<file path="config.mk">
export PLATFORM = sky130hd
export DESIGN_NAME = draw_bug_rect
export DESIGN_NICKNAME = d
export VERILOG_FILES = /design/src/rtl/draw_bug_rect.sv
export SDC_FILE = /design/constraint.sdc
export NUM_CORES = 1
export LEC_CHECK = 0
export CAP_MARGIN = 25
export CORE_MARGIN = 5
export CORE_UTILIZATION = 30
export CTS_CLUSTER_DIAMETER = 30
export DETAILED_ROUTE_END_ITERATION = 6
export DONT_BUFFER_PORTS = 1
export HOLD_SLACK_MARGIN = 0.02
export PLACE_DENSITY_LB_ADDON = 0.25
export SYNTH_ARGS = -nofsm -noshare
export SYNTH_HDL_FRONTEND = slang
export SYNTH_SLANG_ARGS = --single-unit
</file>
<file path="constraint.sdc">
create_clock -name pclk -period 11.03 [get_ports pclk]
set_clock_uncertainty 0.15 [all_clocks]
set_input_delay 2.206 -clock pclk [delete_from_list [all_inputs] [get_ports pclk]]
set_output_delay 2.206 -clock pclk [all_outputs]
set_load 0.005 [all_outputs]
</file>
<file path="src/rtl/draw_bug_rect.sv">
// draw_bug_rect: overlays a rotated bug sprite from a synchronous ROM onto
// the VGA pixel stream. Timing signals and rgb are delayed by 3 pixel clocks.
// Bug position/rotation are latched on the vblank rising edge.
// Optional build macro: BUG_TRANSPARENT_EN (pixels equal to KEY_COLOR show
// the background instead of the sprite).
module draw_bug_rect #(
  parameter int unsigned BUG_W     = 53,
  parameter int unsigned BUG_H     = 54,
  parameter int unsigned ADDR_W    = 12,
  parameter logic [11:0] KEY_COLOR = 12'hF0F
) (
  input  logic              pclk,
  input  logic              rst,
  input  logic [10:0]       hcount_in,
  input  logic [10:0]       vcount_in,
  input  logic              hsync_in,
  input  logic              vsync_in,
  input  logic              hblnk_in,
  input  logic              vblnk_in,
  input  logic [11:0]       rgb_in,
  input  logic [11:0]       xpos,
  input  logic [11:0]       ypos,
  input  logic [1:0]        rotation,
  output logic [ADDR_W-1:0] rom_addr,
  input  logic [11:0]       rom_data,
  output logic [10:0]       hcount_out,
  output logic [10:0]       vcount_out,
  output logic              hsync_out,
  output logic              vsync_out,
  output logic              hblnk_out,
  output logic              vblnk_out,
  output logic [11:0]       rgb_out
);

  // 13-bit geometry so a sprite near 4095 cannot wrap into column 0
  localparam int unsigned CW = 13;

`ifdef BUG_TRANSPARENT_EN
  localparam logic KEY_EN = 1'b1;
`else
  localparam logic KEY_EN = 1'b0;
`endif

  logic          vblnk_prev;
  logic [11:0]   x_l;
  logic [11:0]   y_l;
  logic [1:0]    rot_l;

  logic [CW-1:0] hc_c, vc_c, xl_c, yl_c, dx_c, dy_c, fw_c, fh_c;
  logic [CW-1:0] col_c, row_c;
  logic          in_box_c;
  logic [ADDR_W-1:0] addr_c;

  logic [10:0]   h_d1, v_d1, h_d2, v_d2;
  logic          hs_d1, vs_d1, hb_d1, vb_d1, in_box_d1;
  logic          hs_d2, vs_d2, hb_d2, vb_d2, in_box_d2;
  logic [11:0]   rgb_d1, rgb_d2;
  logic          key_hit_c;

  // Frame latch: capture position/rotation once per frame on vblank rise
  always_ff @(posedge pclk) begin
    if (rst) begin
      vblnk_prev <= 1'b0;
      x_l        <= '0;
      y_l        <= '0;
      rot_l      <= '0;
    end else begin
      vblnk_prev <= vblnk_in;
      if (vblnk_in && !vblnk_prev) begin
        x_l   <= xpos;
        y_l   <= ypos;
        rot_l <= rotation;
      end
    end
  end

  // Box test and rotated sprite address for the current pixel
  always_comb begin
    hc_c = CW'(hcount_in);
    vc_c = CW'(vcount_in);
    xl_c = CW'(x_l);
    yl_c = CW'(y_l);
    dx_c = hc_c - xl_c;
    dy_c = vc_c - yl_c;
    fw_c = rot_l[0] ? CW'(BUG_H) : CW'(BUG_W);
    fh_c = rot_l[0] ? CW'(BUG_W) : CW'(BUG_H);
    in_box_c = (hc_c >= xl_c) && (hc_c < xl_c + fw_c) &&
               (vc_c >= yl_c) && (vc_c < yl_c + fh_c);
    col_c = dx_c;
    row_c = dy_c;
    case (rot_l)
      2'd0: begin col_c = dx_c;                    row_c = dy_c;                    end
      2'd1: begin col_c = CW'(BUG_W - 1) - dy_c;   row_c = dx_c;                    end
      2'd2: begin col_c = CW'(BUG_W - 1) - dx_c;   row_c = CW'(BUG_H - 1) - dy_c;   end
      default: begin col_c = dy_c;                 row_c = CW'(BUG_H - 1) - dx_c;   end
    endcase
    addr_c = in_box_c ? ADDR_W'(row_c * CW'(BUG_W) + col_c) : '0;
  end

  // Stage 1: register ROM address and first delay of the pixel stream
  always_ff @(posedge pclk) begin
    if (rst) begin
      rom_addr  <= '0;
      in_box_d1 <= 1'b0;
      h_d1      <= '0;
      v_d1      <= '0;
      hs_d1     <= 1'b0;
      vs_d1     <= 1'b0;
      hb_d1     <= 1'b0;
      vb_d1     <= 1'b0;
      rgb_d1    <= '0;
    end else begin
      rom_addr  <= addr_c;
      in_box_d1 <= in_box_c;
      h_d1      <= hcount_in;
      v_d1      <= vcount_in;
      hs_d1     <= hsync_in;
      vs_d1     <= vsync_in;
      hb_d1     <= hblnk_in;
      vb_d1     <= vblnk_in;
      rgb_d1    <= rgb_in;
    end
  end

  // Stage 2: wait for the ROM read latency
  always_ff @(posedge pclk) begin
    if (rst) begin
      in_box_d2 <= 1'b0;
      h_d2      <= '0;
      v_d2      <= '0;
      hs_d2     <= 1'b0;
      vs_d2     <= 1'b0;
      hb_d2     <= 1'b0;
      vb_d2     <= 1'b0;
      rgb_d2    <= '0;
    end else begin
      in_box_d2 <= in_box_d1;
      h_d2      <= h_d1;
      v_d2      <= v_d1;
      hs_d2     <= hs_d1;
      vs_d2     <= vs_d1;
      hb_d2     <= hb_d1;
      vb_d2     <= vb_d1;
      rgb_d2    <= rgb_d1;
    end
  end

  // Transparent colour key only matters when the feature is built in
  assign key_hit_c = KEY_EN && (rom_data == KEY_COLOR);

  // Stage 3: composite sprite over background, blank forces black
  always_ff @(posedge pclk) begin
    if (rst) begin
      hcount_out <= '0;
      vcount_out <= '0;
      hsync_out  <= 1'b0;
      vsync_out  <= 1'b0;
      hblnk_out  <= 1'b0;
      vblnk_out  <= 1'b0;
      rgb_out    <= '0;
    end else begin
      hcount_out <= h_d2;
      vcount_out <= v_d2;
      hsync_out  <= hs_d2;
      vsync_out  <= vs_d2;
      hblnk_out  <= hb_d2;
      vblnk_out  <= vb_d2;
      if (hb_d2 || vb_d2)
        rgb_out <= 12'h000;
      else if (in_box_d2 && !key_hit_c)
        rgb_out <= rom_data;
      else
        rgb_out <= rgb_d2;
    end
  end

endmodule

</file>
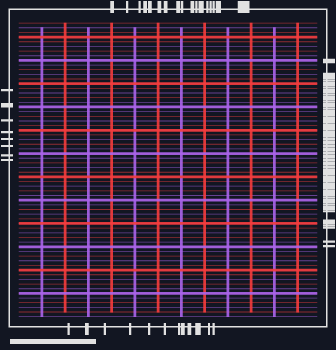
**Above:** run 1 (supply network).
The bar under the picture is 50 um long. Pins as bars on the die edge.
| colour | net |
|---|---|
| purple | VSS |
| red | VDD |
met4 straps: 12
rows: 63
met5 straps: 12
met1 rails: 64
core area: 0.0299 mm2
die extent in x: 184 um
VDD IR max: 0.221 mV
Die H: 184 um

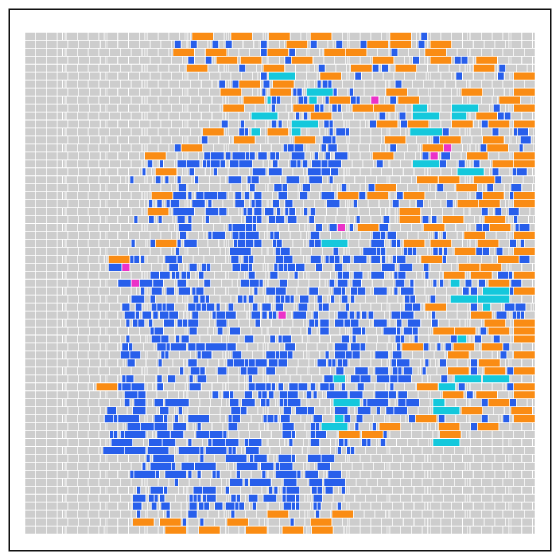
**Above:** run 1 (placement by cell class).
Fill, decap, tap and diode cells in grey.
| colour | class | cells | share of their area |
|---|---|---|---|
| magenta | remaining buffers and delay cells | 7 | 0.55% |
| orange | sequential cells | 154 | 32% |
| cyan | clock drivers and dummy loads | 32 | 6.4% |
| blue | remaining logic cells | 834 | 61% |
Core Util, Final: 33.8%
cell area after layout: 0.0101 mm2
register share of the cell area: 30.5%

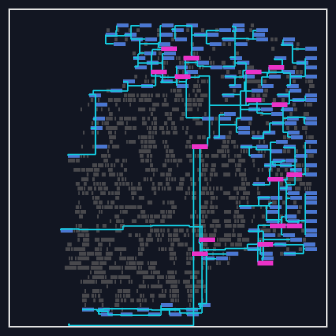
**Above:** run 1 (clock network drawn from the DEF).
[blue] flip-flops | count: 154
[magenta] clock-net drivers | count: 17
[cyan] clock wires | length: 2,140 um
routed clock nets: 18
P_clk: 0.603 mW
Clk pwr share: 23.9%

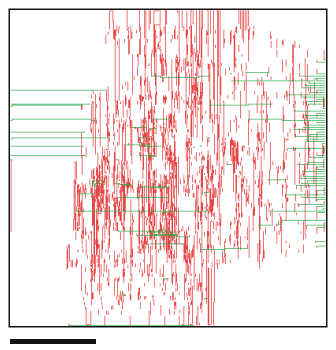
**Above:** run 1 (signal wires by layer).
The bar under the picture is 50 um long. Two of the layers only.
| colour | layer | wire length |
|---|---|---|
| green | M3 | 1,690 um |
| red | M2 | 10,400 um |
via count: 6,894
GR Util All Layers: 13.4%
DR WL/cell: 16.1 um
Post-Route WL: 22,800 um

==> results.txt, run 1 <==
Max-slew headroom: 35.3%
Clk sinks: 154
CTS clock-pin slew for the worst setup and hold paths: 80 ps
Max Clk Rate: 0.110 GHz
Biggest area cells: dfxtp_1, ha_1, nor2b_1, fa_1, xnor2_1
Main flop type: dfxtp_1
Vias in the first global route: 6,545
Clock Path Buffers: 2
Comb pwr: 1.32 mW
Period utilization: 82.1%
Largest family of logic cells by area: simple AND/OR/NAND/NOR gates
Initial antenna violation count: 0
FF-to-FF End: rom_addr[11]
Floorplan utilization: 30.6%
Hold depth: 1
Routed Antenna Nets: 0
Status: complete, no violations
Compound Share, Synth: 15.6%
Reported sequential group power: 0.600 mW
Number of DRC markers in iteration 0: 318
CP max stage delay: 530 ps
Synth Area in XOR/XNOR: 6.96%
Worst R2R Setup Slack: 3010 ps
FFs w/ async S/R, synth: 0%
Min Tclk post-route: 9050 ps
Net Switching: 0.979 mW
Final Hold Violation Tally: 0
Post-synth top area share: 33.8%
Critical path class: in2reg
Min-Delay Path Class: reg2reg
Syn nets: 1,220
Num ports: 128
Largest delay share family, worst path: adder cells
Start of the worst register-to-register path: rot_l[0]
PortBufs: 0
Pwr/cell area: 250 mW/mm2
Post-synthesis instance total: 1,034
Setup Viol. Count Final: 0
Cell mode on critical path: inv_1
GPL Wtd Cong: 0.868
Latency at later pin: 430 ps
Number of non-filler instances in the completed layout: 1,418
Most common cell in the synthesized netlist: dfxtp_1
Root Buffer: clkbuf_16
Worst setup startpoint: vcount_in[0]
Total grt overflow: 0
R2R cell count: 31
Synth-to-Final Area Change: 10.7%
Syn_area_per_cell: 8.83 um2
Most instantiated logic cell after routing: dfxtp_1
Sw frac: 38.7%
Dpl cell area: 0.00949 mm2
Fin nets: 1,200
RSZ-0062 raised after global routing: false
-- run 1: per-layer routing --
layer | vias to the layer above | wire, um | GRT usage (%)
met3 | 26 | 1690 | 4.48
met1 | 3214 | 10200 | 17.1
met4 | 0 | 603 | 5.41
met2 | 173 | 10400 | 20.9
li1 | 3481 | - | -
met5 | - | 0 | 0
-- run 1: final cells by class --
| class | instances | area (um2) |
|---|---|---|
| Timing Repair Buffer | 7 | 52.6 |
| Multi-Input combinational cell | 757 | 5580 |
| Fill cell | 3060 | 19800 |
| Antenna cell | 1 | 2.50 |
| Clock inverter | 12 | 158 |
| Inverter | 77 | 289 |
| Tap cell | 390 | 488 |
| Clock buffer | 20 | 457 |
| Sequential cell | 154 | 3080 |
**Run 1: clock wiring as the flow saved it**

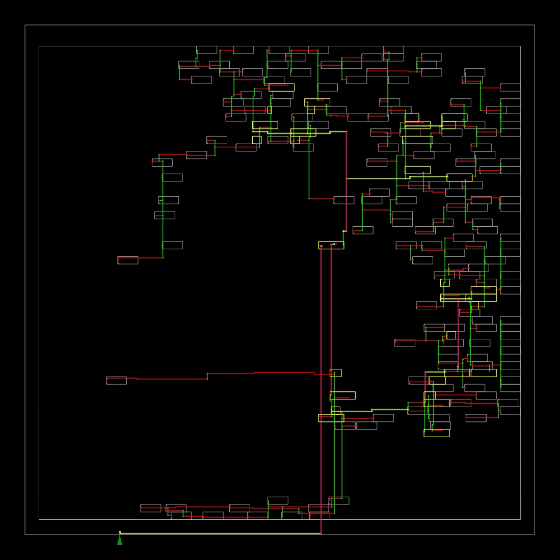

## Run 2: what changed since run 1
==> constraint.sdc (replaced) <==
create_clock -name pclk -period 7.99 [get_ports pclk]
set_clock_uncertainty 0.15 [all_clocks]
set_input_delay 1.598 -clock pclk [delete_from_list [all_inputs] [get_ports pclk]]
set_output_delay 1.598 -clock pclk [all_outputs]
set_load 0.005 [all_outputs]
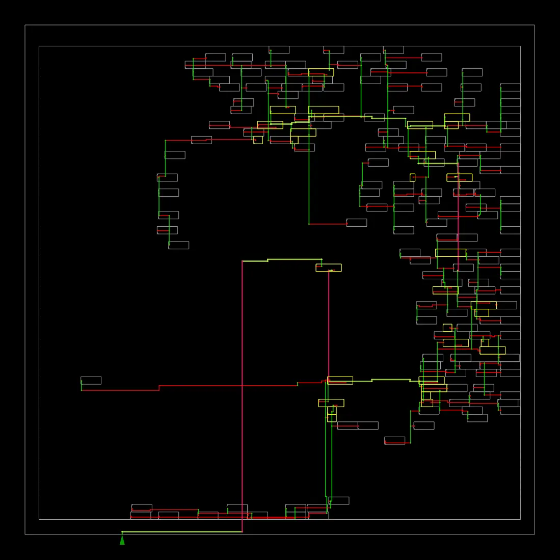
**Above:** run 2 (clock wiring as the flow saved it).
P_clk: 0.811 mW
Clock Buffer Count: 19
layout sequential cell count: 154

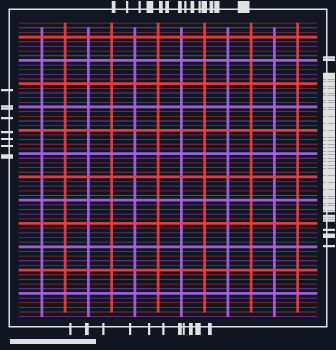
**Above:** run 2 (supply network).
The bar under the picture is 50 um long. Pins as bars on the die edge.
| colour | net |
|---|---|
| purple | VSS |
| red | VDD |
met4 straps: 12
met1 rails: 64
met5 straps: 12
signal pins: 128

==> run 2 against run 1 <==
Net effect: die size stayed put; non-clock buffer count is 90 higher; wire length rose by 5.7%; combinational power grew 76%; total power increased by 57%; via count up 3.7%; cell count grew 6.1%; clock power increased by 34%; flip-flop count unchanged; sequential power is 38% higher; count of clock-buffer cells in the layout is 1 lower.
==> results.txt, run 2 <==
Status: complete, no violations (unchanged)
Max-slew headroom: 52.3% (was 35.3%)
VDD IR max: 0.316 mV (was 0.221 mV)
Core Util, Final: 36.4% (was 33.8%)
Die extent in x: 184 um (unchanged)
Register share of the cell area: 28.4% (was 30.5%)
Max Clk Rate: 0.130 GHz
Die H: 184 um (unchanged)
Clk sinks: 154 (unchanged)
Cell mode on critical path: inv_1 (unchanged)
Clock Path Buffers: 2 (unchanged)
Fillers: 3,029 (was 3,060)
Num ports: 128 (unchanged)
Leading cell category by total area: logic gates (unchanged)
Most common cell in the synthesized netlist: dfxtp_1 (unchanged)
Hold depth: 1 (unchanged)
Pwr/cell area: 364 mW/mm2 (was 250 mW/mm2)
Post-synthesis instance total: 1,034 (unchanged)
GR Util All Layers: 14.1% (was 13.4%)
Max Used Layer: met4 (unchanged)
Multi-input gate count: 757 (unchanged)
FF-to-FF End: rom_addr[11] (unchanged)
Grt met2 use: 22.6% (was 20.9%)
Total grt overflow: 0 (unchanged)
FFs w/ async S/R, synth: 0% (unchanged)
Min-Delay Path Class: reg2reg (unchanged)
Setup Viol. Count Final: 0 (unchanged)
Post-Route WL: 24,100 um (was 22,800 um)
Worst R2R Setup Slack: 1140 ps (was 3010 ps)
WL met3: 1800 um (was 1690 um)
Initial antenna violation count: 0 (unchanged)
Vias in the first global route: 6,937 (was 6,545)
CTS clock-pin slew for the worst setup and hold paths: 80 ps (about the same)
Inverters, non-clock: 77 (unchanged)
Most instantiated logic cell after routing: dfxtp_1 (unchanged)
Worst setup startpoint: vcount_in[0] (unchanged)
Period utilization: 96.5%
Floorplan utilization: 30.6% (unchanged)
Met2 Routed Length: 11,200 um (was 10,400 um)
Biggest area cells: dfxtp_1, ha_1, nor2b_1, fa_1, xnor2_1 (unchanged)
Multi-input logic portion of the cell area: 52.4% (was 55.2%)
GPL Wtd Cong: 0.917 (was 0.868)
Buffer share of cell area: 6.70% (was 0.520%)
PortBufs: 0 (unchanged)
Storage element area: 0.00308 mm2 (unchanged)
Post-synth top area share: 33.8% (unchanged)
Gr busiest metal: met2 (unchanged)
Synth-to-Final Area Change: 19.0% (was 10.7%)
DR WL/cell: 16.0 um (was 16.1 um)
R2R cell count: 30 (was 31)
Main flop type: dfxtp_1 (unchanged)
Via count: 7,150 (was 6,894)
Comb area: 0.00569 mm2 (was 0.00558 mm2)
## run 2: through the flow
stage	cell area, um2	std cells
2_1_floorplan	9150	1034
3_3_place_gp	10200	1473
3_5_place_dp	10200	1473
4_1_cts	10800	1503
5_1_grt	10900	1505
6_report	10900	1505
## run 2: cell families (layout without fill, tap and decap cells)
family | count (synthesis) | in the layout | share of synthesized area [%]
and+or+nand+nor | 344 | 344 | 19.2
AOI/OAI and AO/OA | 210 | 210 | 15.6
DFF | 154 | 154 | 33.8
buffers and inverters | 123 | 204 | 5.14
adders and majority gates | 108 | 108 | 16.7
xor gates and xnor gates | 71 | 71 | 6.96
muxes | 24 | 24 | 2.67
## run 2: report_power, final
part           internal [mW]  leakage, nW  switching, mW
combinational           1.18         2.99           1.14
clock                  0.479        0.284          0.332
sequential             0.808         1.26         0.0195
Power is estimated from default activity; no workload was simulated.
